==> src/rtl/sink_table_writer.sv <==
// Writer for the flattened known-sinks table: accepts sink IDs over valid/ready,
// scans the table one slot per cycle and appends IDs that are new while space remains.
module sink_table_writer #(
  parameter int unsigned N_SLOTS  = 10,
  parameter int unsigned ID_W     = 5,
  parameter int unsigned EMPTY_ID = 31,
  parameter int unsigned CNT_W    = 4
) (
  input  logic                    clock,
  input  logic                    reset,
  input  logic                    clear,
  input  logic                    in_valid,
  input  logic [ID_W-1:0]         in_id,
  output logic                    in_ready,
  output logic [N_SLOTS*ID_W-1:0] known_sinks,
  output logic [CNT_W-1:0]        sink_count,
  output logic                    full,
  output logic                    ack_pulse,
  output logic                    dup_pulse,
  output logic                    rej_pulse
);

  typedef enum logic [1:0] {IDLE, SCAN, RESP} state_t;
  typedef enum logic [1:0] {RES_ACK, RES_DUP, RES_REJ} result_t;

  localparam logic [ID_W-1:0]  EMPTY = ID_W'(EMPTY_ID);
  localparam logic [CNT_W-1:0] MAX_C = CNT_W'(N_SLOTS);

  state_t          state_q, state_d;
  result_t         result_q, result_d;
  logic [ID_W-1:0] id_q, id_d;
  logic [CNT_W-1:0] idx_q, idx_d;
  logic [CNT_W-1:0] count_q, count_d;
  logic [ID_W-1:0] slots_q [N_SLOTS];
  logic [ID_W-1:0] slots_d [N_SLOTS];
  logic [ID_W-1:0] cur_slot;

  // State and table registers
  always_ff @(posedge clock or posedge reset) begin
    if (reset) begin
      state_q  <= IDLE;
      result_q <= RES_ACK;
      id_q     <= '0;
      idx_q    <= '0;
      count_q  <= '0;
      for (int i = 0; i < N_SLOTS; i++) slots_q[i] <= EMPTY;
    end else begin
      state_q  <= state_d;
      result_q <= result_d;
      id_q     <= id_d;
      idx_q    <= idx_d;
      count_q  <= count_d;
      for (int i = 0; i < N_SLOTS; i++) slots_q[i] <= slots_d[i];
    end
  end

  // Slot currently under the scan pointer; the mux avoids indexing past the array
  always_comb begin
    cur_slot = EMPTY;
    for (int i = 0; i < N_SLOTS; i++) begin
      if (CNT_W'(i) == idx_q) cur_slot = slots_q[i];
    end
  end

  // Next-state logic: handshake, serial scan, append and response
  always_comb begin
    state_d  = state_q;
    result_d = result_q;
    id_d     = id_q;
    idx_d    = idx_q;
    count_d  = count_q;
    for (int i = 0; i < N_SLOTS; i++) slots_d[i] = slots_q[i];

    if (clear) begin
      state_d = IDLE;
      count_d = '0;
      idx_d   = '0;
      for (int i = 0; i < N_SLOTS; i++) slots_d[i] = EMPTY;
    end else begin
      unique case (state_q)
        IDLE: begin
          if (in_valid) begin
            id_d  = in_id;
            idx_d = '0;
            if (in_id == EMPTY) begin
              result_d = RES_REJ;
              state_d  = RESP;
            end else begin
              state_d = SCAN;
            end
          end
        end
        SCAN: begin
          if (idx_q < count_q) begin
            if (cur_slot == id_q) begin
              result_d = RES_DUP;
              state_d  = RESP;
            end else begin
              idx_d = idx_q + CNT_W'(1);
            end
          end else if (count_q < MAX_C) begin
            for (int i = 0; i < N_SLOTS; i++) begin
              if (CNT_W'(i) == idx_q) slots_d[i] = id_q;
            end
            count_d  = count_q + CNT_W'(1);
            result_d = RES_ACK;
            state_d  = RESP;
          end else begin
            result_d = RES_REJ;
            state_d  = RESP;
          end
        end
        RESP: begin
          state_d = IDLE;
        end
        default: begin
          state_d = IDLE;
        end
      endcase
    end
  end

  // Flatten the table for downstream matching logic
  always_comb begin
    known_sinks = '0;
    for (int i = 0; i < N_SLOTS; i++) known_sinks[ID_W*i +: ID_W] = slots_q[i];
  end

  assign in_ready   = (state_q == IDLE) && !clear;
  assign sink_count = count_q;
  assign full       = (count_q == MAX_C);
  assign ack_pulse  = (state_q == RESP) && (result_q == RES_ACK);
  assign dup_pulse  = (state_q == RESP) && (result_q == RES_DUP);
  assign rej_pulse  = (state_q == RESP) && (result_q == RES_REJ);

endmodule

==> config.mk <==
export PLATFORM = sky130hd
export DESIGN_NAME = sink_table_writer
export DESIGN_NICKNAME = d
export VERILOG_FILES = /design/src/rtl/sink_table_writer.sv
export SDC_FILE = /design/constraint.sdc
export NUM_CORES = 1
export LEC_CHECK = 0
export ABC_CLOCK_PERIOD_IN_PS = 6200
export CAP_MARGIN = 20
export CORE_MARGIN = 1.5
export CORE_UTILIZATION = 58
export CTS_BUF_LIST = sky130_fd_sc_hd__clkbuf_4
export DETAILED_ROUTE_END_ITERATION = 7
export GPL_TIMING_DRIVEN = 0
export PLACE_DENSITY = 0.95
export SLEW_MARGIN = 40
export SYNTH_ARGS = -nofsm -noshare
export SYNTH_HDL_FRONTEND = slang
export SYNTH_SLANG_ARGS = --single-unit
==> constraint.sdc <==
create_clock -name clock -period 6.2 [get_ports clock]
set_input_delay 1.24 -clock clock [delete_from_list [all_inputs] [get_ports clock]]
set_output_delay 1.24 -clock clock [all_outputs]
set_load 0.1 [all_outputs]
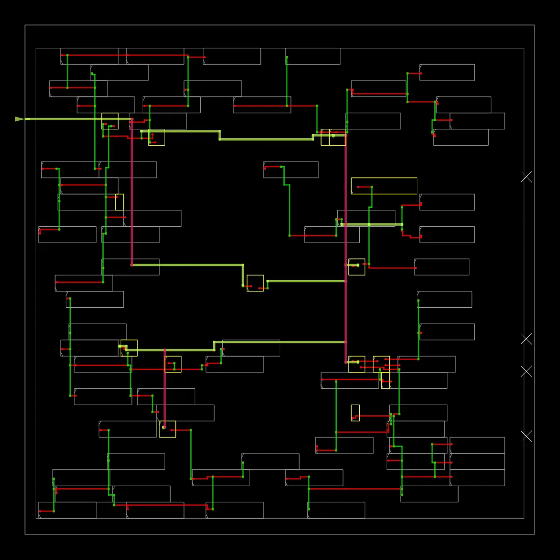
Fig. 1. Clock nets (run 1).
CTS buffer count: 9
Clk. pwr: 0.000270 W
Seq cells: 67
Worst-Skew Late Latency: 0.41 ns
Layout Skew: 0.0105 ns

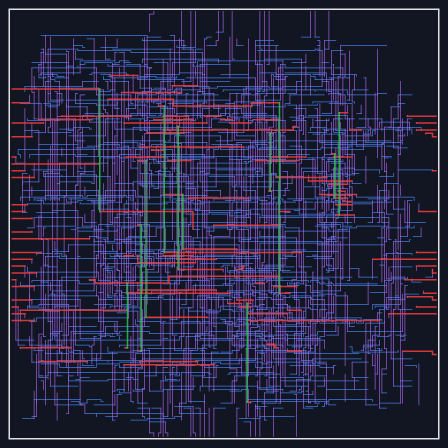
Fig. 2. Metal layers overlaid (run 1).
Key: green = met4 [wire length 261 microns]; red = met3 [wire length 815 microns]; purple = met2 [wire length 5410 microns]; blue = met1 [wire length 4590 microns]

==> flow_summary.yaml, run 1 <==
# generated from flow reports
cts:
  clock-sinks: 67
  postCtsSetupBuffers: 0
  cts-root-buf: "clkbuf_4"
  cts_max_level: 3
  cts_buffer_depth: 2
  postCtsHoldBufs: 0
outcome:
  status: "finished, violations left"
  failed_checks: "design-rule violations"
logic_synthesis:
  syn_area_per_cell_sq_um: 9.74
  yosysSeqAreaShare_pct: 44.1
layout:
  largest_reg_flops: 50
  fin_area_sq_um: 4570
detailed_routing:
  top_layer_used: "met4"
  dr.pass1.iters: 7
  num_vias: 3513
  drc: 4
  dr_wl_met2_microns: 5410
  wl_met3_microns: 814
global_route:
  grt-busiest-layer: "met2"
placed_design:
  place.gp.congestion: 0.976
worst_setup_path:
  worstPathRequired_ns: 6.50
  setup.worst_path.start_class: "flip-flop"
  setup.worst_path.class: "reg -> reg"
floorplan:
  pin_count: 68
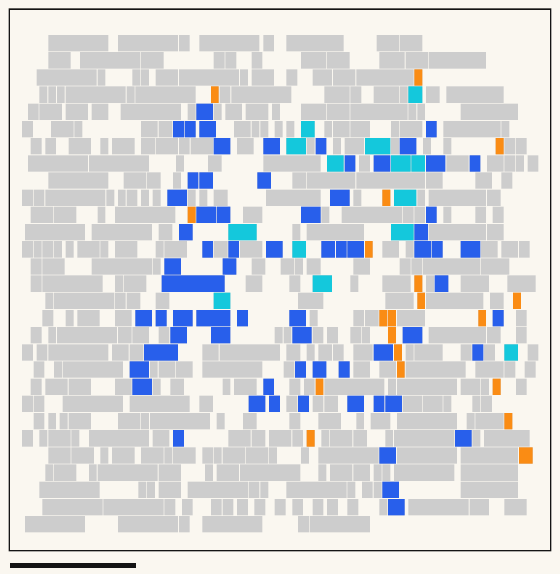
Fig. 3. Gate-type map (run 1).
The bar under the picture is 20 microns long.
Key: orange = inverters [cells 20]; blue = inverting AOI/OAI gates [cells 68]; cyan = AND and OR gates [cells 14]

## run 1: area by class of cell
type                            instances  area, sq um
Tap cell                               77         96.3
Fill cell                             536         1890
Buffer                                 28          136
Inverter                               20         77.6
Clock inverter                          5         45.0
Multi-Input combinational cell        290         2020
Timing Repair Buffer                   67          385
Clock buffer                           10         75.1
Sequential cell                        67         1740
## run 1: cells by family after synthesis
kind of cell	count (synthesis)	synth area share, %
AND-OR/OR-AND	76	14.2
AND/OR/NAND/NOR	152	20.1
buffers and inverters	48	5.36
adder cells (fa/ha/maj)	9	2.85
XOR/XNOR	5	1.11
flip-flops	67	44.1
multiplexers	48	12.3
## run 1: final timing paths
kind	from	to	slack [ns]	depth (start not counted)
setup reg to reg	idx_q[0]	result_q[1]	2.60	11
min in group asynchronous	reset	sink_count[1]	1.16	2
hold / removal	known_sinks[24]	known_sinks[24]	0.53	2
hold reg to reg	known_sinks[24]	known_sinks[24]	0.53	2
setup / recovery	idx_q[0]	result_q[1]	2.60	11
max in group asynchronous	reset	known_sinks[45]	4.44	3
## run 1: power by group
part	leakage, nW	internal (W)	switching [W]
Clock	0.0664	0.000120	0.000150
Combinational	1.15	0.0000694	0.000175
Sequential	0.746	0.000464	0.0000272
## run 1: metrics by stage
step | power (W) | cells
6_report | 0.00101 | 564
5_1_grt | 0.00105 | 564
4_1_cts | 0.00100 | 564
3_5_place_dp | 0.000737 | 549
3_3_place_gp | 0.000736 | 548
2_1_floorplan | 0.000673 | 405
## run 1: worst max-delay path, delay by kind of cell (launching register included)
family	cells	cell delay, ns
AND-OR/OR-AND	5	1.62
AND/OR/NAND/NOR	1	0.56
buffers and inverters	3	0.49
flip-flops	1	0.47
adder cells (fa/ha/maj)	1	0.21
XOR/XNOR	1	0.12
Fig. 4: run 1, sequential cells colored by netlist name
Other sequential cells in the stronger gray, the rest of the logic in the fainter gray.
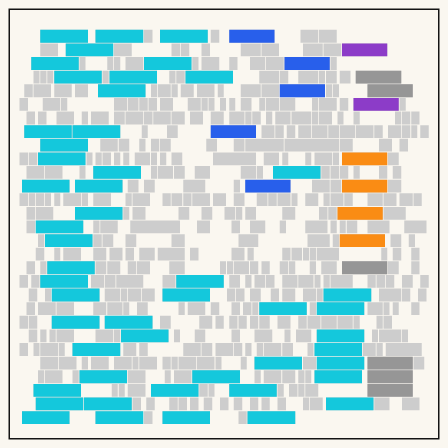

==> run 2, diff against run 1 <==
Settings changed: ABC_CLOCK_PERIOD_IN_PS 6200 to 3200, CORE_UTILIZATION 58 to 50, PLACE_DENSITY 0.95 to 0.91.
Clock period 6.2 ns to 3.2 ns, I/O delays scaled along.
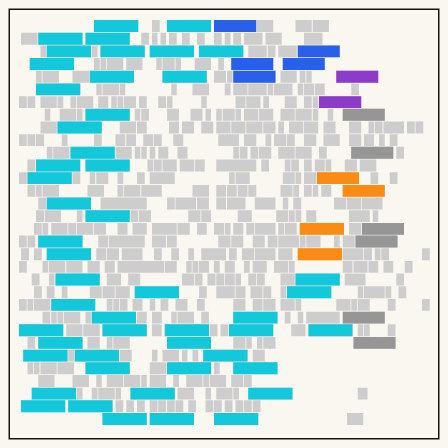
Fig. 5. Sequential cells colored by netlist name (run 2).
Other sequential cells in the stronger gray, the rest of the logic in the fainter gray.
Key: purple = state_q [sequential cells 2]; cyan = known_sinks [sequential cells 50]; orange = idx_q [sequential cells 4, where right middle]; blue = id_q [sequential cells 5, where top middle]
Another 6 sequential cells are not colored.

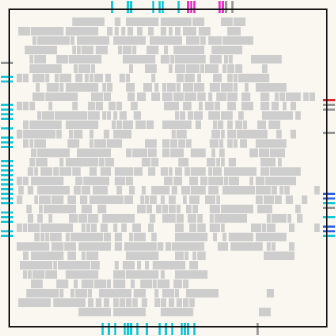
Fig. 6. Pin placement (run 2).
Pins as bars across the die edge, other pins in gray.
Key: magenta = in_id [pins 5, direction input, edge top]; red = ack_pulse [pins 1, direction output, edge right]; blue = sink_count [pins 4, direction output, edge right]; cyan = known_sinks [pins 50, direction output, edge 25 left, 15 bottom, 7 top, 3 right]

==> run 2 against run 1 <==
  * The run now ends clean
  * Largest cell class unchanged
  * Via count rose by 0.34%
  * Critical path depth did not move
  * Sequential cell count did not move
  * Largest power group unchanged
  * Power rose by 93%
  * Critical endpoint unchanged
==> flow_summary.yaml, run 2 <==
# generated from flow reports
placed_design:
  dp.cells: 574
  place.gp.congestion: 0.981
layout:
  nNonClkBuffers: 100
  comb_share_pct: 44.0
  fillers: 684
  comb_area_sq_um: 2070
  final_cells: 595
  seq_area_sq_um: 1740
  nClkBuffers: 9
  buf_share_pct: 12.2
  top_area_cell_class: "logic gates"
  clock_area_share_pct: 2.55
  inverters: 20
global_route:
  grt-busiest-layer: "met2"
detailed_routing:
  dr_wl_met2_microns: 5520
  top_layer_used: "met4"
  drc: 0
  num_vias: 3525
  dr.pass1.iters: 5
final_timing:
  skew_ns: 0.0177
outcome:
  status: "finished clean"
logic_synthesis:
  syn_area_per_cell_sq_um: 9.74
cts:
  cts-root-buf: "clkbuf_4"
  cts_max_level: 3
power:
  power_w: 0.00194
[run 2: metrics by stage]
stage | utilization (%) | area (sq um)
4_1_cts | 59.8 | 4600
3_3_place_gp | 61.7 | 4740
3_5_place_dp | 58.2 | 4470
5_1_grt | 61.3 | 4710
6_report | 61.3 | 4710
2_1_floorplan | - | 3960
[run 2: logic make-up after synthesis]
group | after synthesis | share of synthesized area (%)
muxes | 48 | 12.3
xor gates and xnor gates | 5 | 1.11
buffers and inverters | 48 | 5.36
and+or+nand+nor | 152 | 20.1
DFF | 67 | 44.1
AOI/OAI and AO/OA | 76 | 14.2
adders and majority gates | 9 | 2.85
[run 2: worst max-delay path: stages (launching register included)]
cell and delay (ns):
dfrtp_2 0.43, inv_1 0.08, ha_1 0.21, buf_4 0.18
buf_6 0.15, a2111oi_2 0.43, o221ai_1 0.22, o211ai_1 0.17
xor2_1 0.13, or4_4 0.56, a21o_1 0.23, a32o_1 0.25
[run 2: worst paths after layout]
| kind | from | end | depth (start not counted) |
|---|---|---|---|
| min in group clock | known_sinks[24] | known_sinks[24] | 2 |
| max in group asynchronous | reset | known_sinks[36] | 3 |
| worst max register to register | idx_q[0] | result_q[1] | 11 |
| worst min register to register | known_sinks[24] | known_sinks[24] | 2 |
| worst max-delay path | idx_q[0] | result_q[1] | 11 |
| worst min-delay path | reset | sink_count[1] | 2 |
[run 2: power breakdown]
part	leakage [nW]	internal [W]	total [W]	switching, W
Clock	0.0562	0.000161	0.000498	0.000337
Combinational	1.20	0.000149	0.000489	0.000341
Sequential	0.743	0.000900	0.000953	0.0000531
[run 2: timing repair]
item / CTS / global route
endpoints found under the setup margin: 2 / 7
gates resized: 4 / 17
cloned: 0 / 0
setup buffers: 0 / 5
pin swaps: 0 / 4
hold buffers: 0 / 0
Fig. 7: run 2, gate-type map
The bar under the picture is 20 microns long.
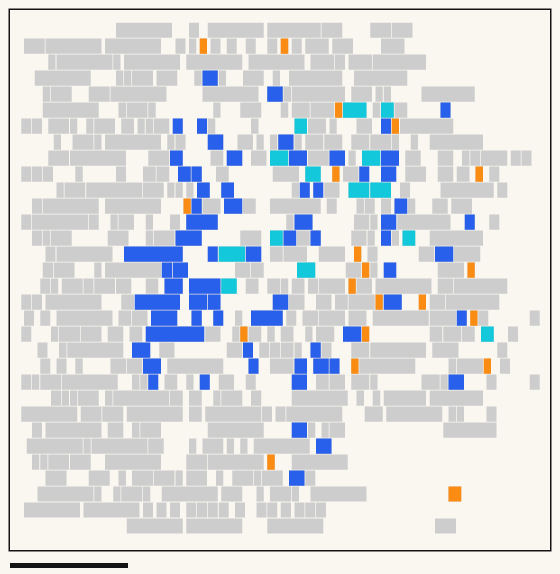

==> run 3, diff against run 2 <==
Settings changed: ABC_CLOCK_PERIOD_IN_PS 3200 to 4000, CORE_MARGIN 1.5 to 2, CORE_UTILIZATION 50 to 58, CTS_CLUSTER_DIAMETER set to 120, PLACE_DENSITY 0.91 to 0.95.
Clock period 3.2 ns to 4 ns, I/O delays scaled along.
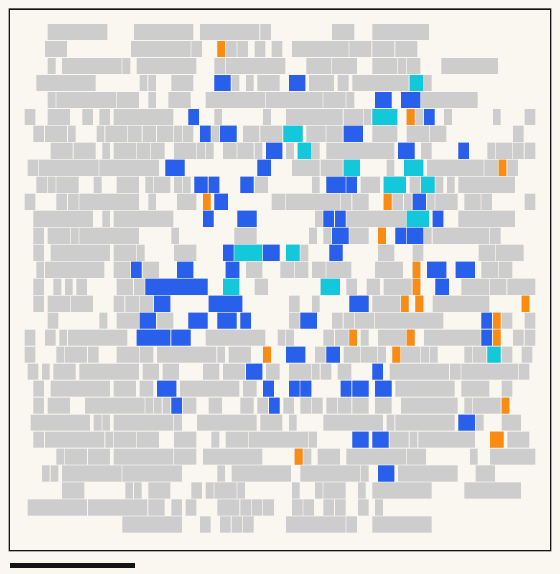
Fig. 8. Gate-type map (run 3).
The bar under the picture is 20 microns long.
Finished Layout Cells: 567
Commonest Layout Cell: buf_2
Comb/total area: 43.7%

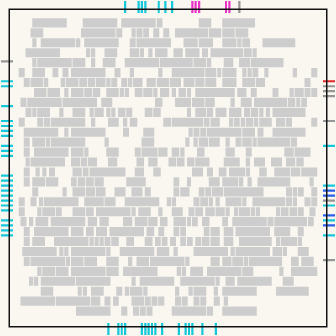
Fig. 9. Pin placement (run 3).
Pins as bars across the die edge, other pins in gray.
Key: magenta = in_id [pins 5, direction input, edge top]; red = ack_pulse [pins 1, direction output, edge right]; cyan = known_sinks [pins 50, direction output, edge 22 left, 16 bottom, 7 top, 5 right]; blue = sink_count [pins 4, direction output, edge right]
All pins by edge: 23 left, 16 right, 16 bottom, 13 top.

==> run 3 against run 2 <==
  * Sequential cell count unchanged
  * Power down 15%
  * Worst hold slack better by 0.0058 ns
  * Non-clock buffer count down 5
  * Count of clock-buffer cells in the layout up 1
  * Global-route usage up 3.8 points
  * Core utilization up 7.6 points
  * Via count up 1.1%
  * Sequential power down about 20%
  * Clock power up 1%
  * Highest routed layer unchanged
==> flow_summary.yaml, run 3 <==
# generated from flow reports
outcome:
  status: "finished clean"
worst_setup_path:
  path_depth: 11
  cp_top_family: "AND-OR/OR-AND gates"
  setup.worst_path.start_class: "flip-flop"
  setup.worst_path.class: "reg -> reg"
  reg2regPathDepth: 11
  crit_chain: "inv_1, ha_1, buf_2, buf_2, a2111oi_0, o221ai_1, o211ai_1, xor2_1, or4_4, a21o_1, a32o_1"
  worstPathRequired_ns: 4.30
  r2r-start: "idx_q[0]"
  rr_endpoint: "result_q[1]"
  r2r_slack_ns: 0.51
  crit_path_top_delay_cell: "a2111oi_0"
layout:
  inverters: 20
  utilization_pct: 68.9
  logic_gates: 290
  seq_cell_count: 67
  fillers: 557
  seq_area_sq_um: 1740
  nClkBuffers: 10
  nNonClkBuffers: 95
placed_design:
  place.gp.congestion: 0.949
cts:
  cts-resized-gates: 0
  postCtsHoldBufs: 0
  clock-sinks: 67
  cts_buffer_depth: 2
  cts_max_level: 3
  numCtsBuffers: 9
floorplan:
  pin_count: 68
  tapCellCount: 80
detailed_routing:
  dr.pass1.iters: 5
logic_synthesis:
  yosysSeqAreaShare_pct: 44.1
min_path:
  hp-start: "known_sinks[39]"
## run 3: cell types whose count changed in the layout (fill, tap and decap cells not counted), sizes merged
cell and change:
buf -4, bufinv +2, clkinvlp -3, inv -1
## run 3: per-layer routing
metal	global-route usage, %	up-vias	wire [microns]
li1	-	1596	-
met1	41.3	1755	4710
met2	51.5	180	5520
met3	5.43	33	763
met4	11.5	0	317
met5	0	-	0
## run 3: worst register-to-register path, cell delays in order, from the launching register on
cell       delay (ns)
dfrtp_1          0.47
inv_1            0.10
ha_1             0.21
buf_2            0.18
buf_2            0.22
a2111oi_0        0.62
o221ai_1         0.26
o211ai_1         0.17
xor2_1           0.12
or4_4            0.56
a21o_1           0.24
a32o_1           0.25
## run 3: per-stage QoR
step	cell area, sq um	worst slack [ns]	std cells	hold slack (ns)	power (W)
floorplan	3950	0.0167	405	0.510	0.00104
finish	4600	0.506	567	0.538	0.00165
detailed placement	4430	0.572	552	0.520	0.00114
global placement	4710	0.577	551	0.503	0.00114
CTS	4590	0.526	567	0.535	0.00164
global route	4600	0.408	567	0.559	0.00171
## run 3: power breakdown
group | internal (W) | total (W) | switching (W) | leakage, nW
combinational | 0.000107 | 0.000381 | 0.000274 | 1.15
sequential | 0.000720 | 0.000762 | 0.0000422 | 0.746
clock | 0.000256 | 0.000505 | 0.000248 | 0.0862
## run 3: cells by family after synthesis
family          Yosys count  synth area share (%)
flops                    67                  44.1
buf+inv                  48                  5.36
xor+xnor                  5                  1.11
mux                      48                  12.3
fa+ha+maj                 9                  2.85
compound gates           76                  14.2
simple gates            152                  20.1
Power is estimated from default activity; no workload was simulated.
